File: config.mk
export PLATFORM = sky130hd
export DESIGN_NAME = display_scan_mux
export DESIGN_NICKNAME = d
export VERILOG_FILES = /design/src/rtl/display_scan_mux.sv
export SDC_FILE = /design/constraint.sdc
export NUM_CORES = 1
export LEC_CHECK = 0
export ABC_CLOCK_PERIOD_IN_PS = 3700
export CAP_MARGIN = 20
export CORE_ASPECT_RATIO = 0.8
export CORE_MARGIN = 5
export CORE_UTILIZATION = 35
export DETAILED_ROUTE_END_ITERATION = 8
export HOLD_SLACK_MARGIN = 0.05
export PLACE_DENSITY = 0.64
export RECOVER_POWER = 100
export SETUP_SLACK_MARGIN = 0.02
export SLEW_MARGIN = 15
export SYNTH_ARGS = -nofsm -noshare
export SYNTH_HDL_FRONTEND = slang
export SYNTH_SLANG_ARGS = --single-unit
File: constraint.sdc
create_clock -name clk -period 3.7 [get_ports clk]
set_input_delay 0.37 -clock clk [delete_from_list [all_inputs] [get_ports clk]]
set_output_delay 0.37 -clock clk [all_outputs]
set_load 0.01 [all_outputs]
File: src/rtl/display_scan_mux.sv
// Time-multiplexed 7-segment scanner: one digit owns the shared segment bus per slot.
// Define SCAN_GUARD_EN to insert GUARD_CYC all-off cycles between digits.
module display_scan_mux #(
  parameter int NUM_DIGITS = 4,
  parameter int SEG_W      = 7,
  parameter int DIV        = 50000,
  parameter int GUARD_CYC  = 2
) (
  input  logic                            clk,
  input  logic                            reset,
  input  logic                            enable,
  input  logic [NUM_DIGITS*SEG_W-1:0]     seg_in,
  input  logic [NUM_DIGITS-1:0]           dp_in,
  output logic [SEG_W-1:0]                seg_out,
  output logic                            dp_out,
  output logic [NUM_DIGITS-1:0]           an_out,
  output logic [$clog2(NUM_DIGITS)-1:0]   digit_idx,
  output logic                            frame_tick
);

  localparam int IW = $clog2(NUM_DIGITS);
  localparam int CW = (DIV > 1) ? $clog2(DIV) : 1;

  localparam logic [IW-1:0] IDX_LAST = IW'(NUM_DIGITS - 1);
  localparam logic [CW-1:0] CNT_LAST = CW'(DIV - 1);

  logic [CW-1:0]         cnt_q, cnt_d;
  logic [IW-1:0]         idx_q, idx_d;
  logic [SEG_W-1:0]      seg_q;
  logic                  dp_q;
  logic [NUM_DIGITS-1:0] an_q;
  logic                  tick_q;

  logic                  drive;
  logic                  slot_end;
  logic                  idx_wrap;
  logic [SEG_W-1:0]      sel_seg;
  logic                  sel_dp;
  logic [NUM_DIGITS-1:0] sel_an;

  // Unreachable index codes fall through to an all-off pattern.
  always_comb begin
    sel_seg = '1;
    sel_dp  = 1'b1;
    sel_an  = '1;
    for (int d = 0; d < NUM_DIGITS; d++) begin
      if (idx_q == IW'(d)) begin
        sel_seg   = seg_in[d*SEG_W +: SEG_W];
        sel_dp    = dp_in[d];
        sel_an[d] = 1'b0;
      end
    end
  end

  assign slot_end = drive && (cnt_q == CNT_LAST);
  assign idx_wrap = (idx_q == IDX_LAST);

  always_comb begin
    cnt_d = cnt_q;
    idx_d = idx_q;
    if (drive) begin
      cnt_d = slot_end ? '0 : cnt_q + CW'(1);
    end
    if (slot_end) begin
      idx_d = idx_wrap ? '0 : idx_q + IW'(1);
    end
  end

`ifdef SCAN_GUARD_EN

  localparam int GW = (GUARD_CYC > 1) ? $clog2(GUARD_CYC) : 1;
  localparam logic [GW-1:0] G_LAST = GW'(GUARD_CYC - 1);

  typedef enum logic {
    S_DRIVE = 1'b0,
    S_GUARD = 1'b1
  } state_t;

  state_t        state_q;
  logic [GW-1:0] gcnt_q;

  assign drive = enable && (state_q == S_DRIVE);

  always_ff @(posedge clk) begin
    if (reset) begin
      state_q <= S_DRIVE;
      gcnt_q  <= '0;
      cnt_q   <= '0;
      idx_q   <= '0;
      an_q    <= '1;
      seg_q   <= '1;
      dp_q    <= 1'b1;
      tick_q  <= 1'b0;
    end else begin
      cnt_q  <= cnt_d;
      idx_q  <= idx_d;
      tick_q <= slot_end && idx_wrap;
      an_q   <= drive ? sel_an  : '1;
      seg_q  <= drive ? sel_seg : '1;
      dp_q   <= drive ? sel_dp  : 1'b1;
      unique case (state_q)
        S_DRIVE: begin
          if (slot_end) begin
            state_q <= S_GUARD;
            gcnt_q  <= '0;
          end
        end
        S_GUARD: begin
          if (enable) begin
            if (gcnt_q == G_LAST) begin
              state_q <= S_DRIVE;
              gcnt_q  <= '0;
            end else begin
              gcnt_q <= gcnt_q + GW'(1);
            end
          end
        end
        default: state_q <= S_DRIVE;
      endcase
    end
  end

`else

  assign drive = enable;

  always_ff @(posedge clk) begin
    if (reset) begin
      cnt_q  <= '0;
      idx_q  <= '0;
      an_q   <= '1;
      seg_q  <= '1;
      dp_q   <= 1'b1;
      tick_q <= 1'b0;
    end else begin
      cnt_q  <= cnt_d;
      idx_q  <= idx_d;
      tick_q <= slot_end && idx_wrap;
      an_q   <= drive ? sel_an  : '1;
      seg_q  <= drive ? sel_seg : '1;
      dp_q   <= drive ? sel_dp  : 1'b1;
    end
  end

`endif

  assign seg_out    = seg_q;
  assign dp_out     = dp_q;
  assign an_out     = an_q;
  assign digit_idx  = idx_q;
  assign frame_tick = tick_q;

  a_an_onehot: assert property (
    @(posedge clk) disable iff (reset) $onehot0(~an_out)
  );

endmodule

==> reports/qor.yml, run 1 <==
power.share.clock_pct: 38.2
criticalPathCategory: "primary input to register"
synth.ff_latch_count: 31
route.met2.wl_mm: 1.69
syn-cell-area_mm2: 0.00149
fmaxAchievable_ghz: 0.509
postLayoutCoreUtil_pct: 50.1
path_clk_slew_ns: 0.06
combinational_share_of_power_pct: 10.1
htree_levels: 2
fp_util_pct: 36.0
register_area_um2: 621
holdCritPathClass: "register to register"
wire_length_of_the_first_global_routing_pass_mm: 5.80
clk_path_buf_depth: 2
final_cycle_share_pct: 53.1
std_cell_rows: 21
gr-usage-met2_pct: 19.4
die-height_um: 68.4
top_area_cell: "sky130_fd_sc_hd__dfxtp_1"
regToRegEndpoint: "cnt_q[10]"
fin_worst_skew_ns: 0.00387
postCtsHoldBufs: 0
ys.flop_type: "sky130_fd_sc_hd__dfxtp_1"
path_buffers: 1
yosys_warnings: 0
final_nets: 256
post_cts_buffers: 0
worst_ir_drop_vdd_mv: 0.229
gr-usage-met3_pct: 3.37
fp.dieArea_mm2: 0.00568
most_common_cell_after_layout_fill_and_taps_aside: "sky130_fd_sc_hd__clkdlybuf4s50_1"
sequential_cell_total: 31
post-place-cells: 266
required_ns: 3.90
synth-seq-area-share_pct: 41.5
outcome: "finished clean"
net_sw_share_pct: 21.9
area_growth_pct: 39.2
clkCellAreaFrac_pct: 3.91
grt_pass1_vias: 1114
gp_congestion: 0.750
critical_path_cell_count: 5
netlist_instances: 171
hold_depth: 2
number_of_cells_in_yosys_stat: 171
non_clock_inverter_count: 9
routed_via_density: 4.82
r2r_start: "cnt_q[14]"
crit_path_launch: "enable"
comb_area_share_pct: 37.6
worst_path_largest_cell_delay_ns: 0.65
hpwl_mm: 2.76
largest_register: "cnt_q"
log.warning_count: 29
clkLatencyLatePin_ns: 0.28
syn-mean-instance-area_um2: 8.74
use_met1_pct: 17.8
ys_top_cells_by_area: "sky130_fd_sc_hd__dfxtp_1 42%, sky130_fd_sc_hd__xor2_1 5.9%, sky130_fd_sc_hd__nor2_1 5.3%"
finalHoldViolCount: 0
cap_violations: 0
layout.cells.most_common_list: "33 x sky130_fd_sc_hd__clkdlybuf4s50_1, 31 x sky130_fd_sc_hd__dfxtp_1, 21 x sky130_fd_sc_hd__nor2_1"
worst_hold_slack_ns: 0.485
number_of_gates_resized_after_cts: 0
placed_area_mm2: 0.00200
cell_class_with_the_largest_area_share: "logic gates"
detail_route.wirelength.met1_mm: 1.74
signal_buffer_area_fraction_pct: 23.6
stdcell_area_mm2: 0.00208
synthDominantCellAreaShare_pct: 41.5
==> run 1: cells by family after synthesis <==
kind of cell	count (synthesis)	share of synthesized area, %
adders and majority gates	5	4.19
AOI/OAI and AO/OA	28	12.4
buffers and inverters	20	5.78
muxes	1	0.670
and+or+nand+nor	73	27.8
DFF	31	41.5
xor gates and xnor gates	13	7.62
==> run 1: power groups by stage <==
stage / Combinational, mW / Clock [mW] / Sequential (mW)
6_report: 0.0666 / 0.253 / 0.343
3_3_place_gp: 0.0688 / 0 / 0.350
3_5_place_dp: 0.0689 / 0 / 0.350
4_1_cts: 0.0692 / 0.263 / 0.343
2_1_floorplan: 0.0182 / 0 / 0.352
5_1_grt: 0.0726 / 0.274 / 0.343
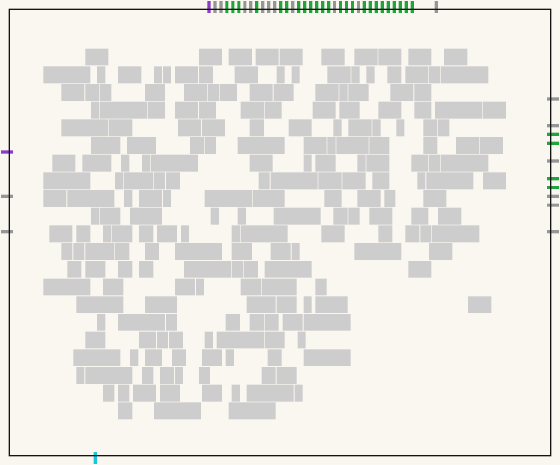
Figure 1: run 1, pin map.
Pins as bars across the die edge, other pins in gray.
green -> `seg_in`  # pins 28, direction input, edge 24 north, 4 east
cyan -> `clk`  # pins 1, direction input, edge south
purple -> `digit_idx`  # pins 2, direction output, edge 1 north, 1 west

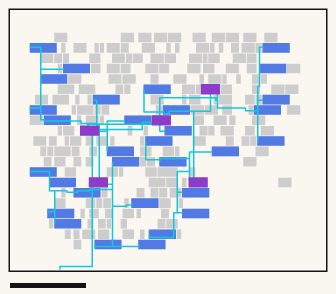
Figure 2: run 1, clock wires, drivers and flops.
Scale bar: 20 µm.
cyan -> clock wires  # length 448 µm
purple -> clock drivers  # count 5
blue -> flip-flops  # count 31
routed clock nets = 6

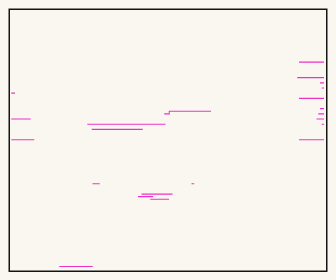
Figure 3: run 1, met3 routing.
nets with wire on the layer = 18
share of all routed wire = 3.1%
main direction = horizontal
longest straight run = 20.2 µm

==> inputs of run 2 (changes only) <==
--- a/config.mk
+++ b/config.mk
@@ -5,7 +5,7 @@
 export SDC_FILE = /design/constraint.sdc
 export NUM_CORES = 1
 export LEC_CHECK = 0
-export ABC_CLOCK_PERIOD_IN_PS = 3700
+export ABC_CLOCK_PERIOD_IN_PS = 2000
 export CAP_MARGIN = 20
 export CORE_ASPECT_RATIO = 0.8
 export CORE_MARGIN = 5
==> constraint.sdc (replaced) <==
create_clock -name clk -period 2 [get_ports clk]
set_input_delay 0.2 -clock clk [delete_from_list [all_inputs] [get_ports clk]]
set_output_delay 0.2 -clock clk [all_outputs]
set_load 0.01 [all_outputs]
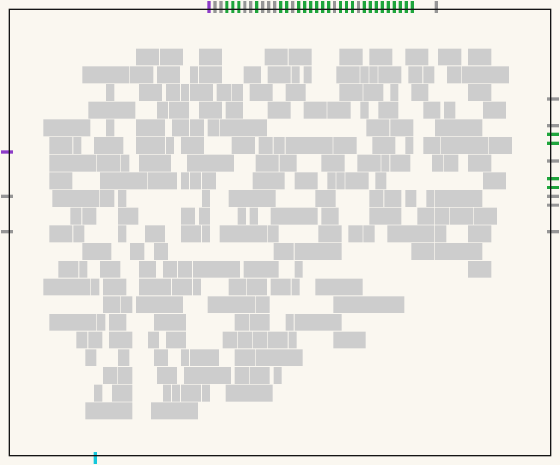
Figure 4: run 2, pin map.
Pins as bars across the die edge, other pins in gray.
cyan -> `clk`  # pins 1, direction input, edge south
purple -> `digit_idx`  # pins 2, direction output, edge 1 north, 1 west
green -> `seg_in`  # pins 28, direction input, edge 24 north, 4 east

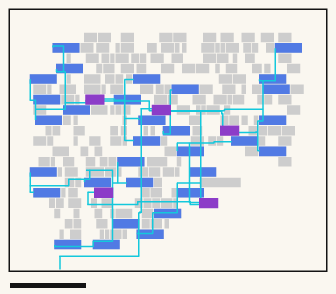
Figure 5: run 2, clock wires, drivers and flops.
Scale bar: 20 µm.
cyan -> clock wires  # length 481 µm
purple -> clock drivers  # count 5
blue -> flip-flops  # count 31
routed clock nets = 6

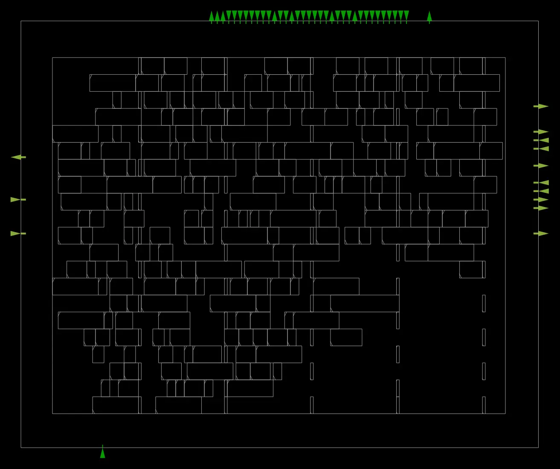
Figure 6: run 2, cell outlines without signal wires.
count of inserted tapcells: 57
flip-flop and latch share of the layout cell area: 28.9%
Site Rows: 21
core footprint: 0.00415 mm²

==> run 2 against run 1 <==
Net effect:
- utilization increased by 1.7 points
- critical path depth rose by 1
- via count shrank 1.7%
- cell area rose by 3.3%
- cell count is 1.8% higher
- critical path type is now register to register
==> reports/qor.yml, run 2 <==
sequential_cell_total: 31
syn-cell-area_mm2: 0.00149
signal_buffer_area_fraction_pct: 24.1
die-height_um: 68.4
gp_congestion: 0.741
htree_levels: 2
top_area_cell: "sky130_fd_sc_hd__dfxtp_1"
grt_pass1_vias: 1185
worst_hold_slack_ns: 0.489
criticalPathCategory: "register to register"
crit_path_launch: "digit_idx[1]"
finalHoldViolCount: 0
post-place-cells: 271
use_met1_pct: 16.2
placed_area_mm2: 0.00204
worst_path_largest_cell_delay_ns: 0.51
cap_violations: 0
routed_via_density: 4.65
fp.dieArea_mm2: 0.00568
layout.cells.most_common_list: "33 x sky130_fd_sc_hd__clkdlybuf4s50_1, 31 x sky130_fd_sc_hd__dfxtp_1, 21 x sky130_fd_sc_hd__nor2_1"
post_cts_buffers: 0
required_ns: 2.21
net_sw_share_pct: 20.7
worst_ir_drop_vdd_mv: 0.347
outcome: "finished clean"
non_clock_inverter_count: 9
power.sequential.total_mw: 0.634
final_nets: 261
comb_area_share_pct: 36.6
cell_class_with_the_largest_area_share: "logic gates"
yosys_warnings: 0
synthDominantCellAreaShare_pct: 41.5
power.share.clock_pct: 46.1
area_growth_pct: 43.8
final_cycle_share_pct: 85.0
clk_path_buf_depth: 2
gr-usage-met2_pct: 19.7
-- run 2: cell counts after synthesis --
Identical to the previous run, type by type.
-- run 2: final timing paths --
| path | end | cells after the start |
|---|---|---|
| max | seg_out[5] | 6 |
| min | cnt_q[15] | 2 |
| max reg2reg | seg_out[5] | 6 |
| min reg2reg | cnt_q[15] | 2 |
-- run 2: logic make-up (layout without fill, tap and decap cells) --
kind of cell	count (synthesis)	count (layout)	synth area share [%]
simple gates	73	73	27.8
compound gates	28	28	12.4
mux	1	1	0.670
buf+inv	20	71	5.78
flops	31	31	41.5
fa+ha+maj	5	5	4.19
xor+xnor	13	13	7.62
-- run 2: routing by layer --
metal  share of wire [%]  vias up  wire [µm]
met2                  46       25       1690
met4                 1.4        0         51
met3                 4.6        4        169
met5                   0        -          0
met1                  48      574       1770
li1                    -      695          -
Power and IR drop assume default switching activity.
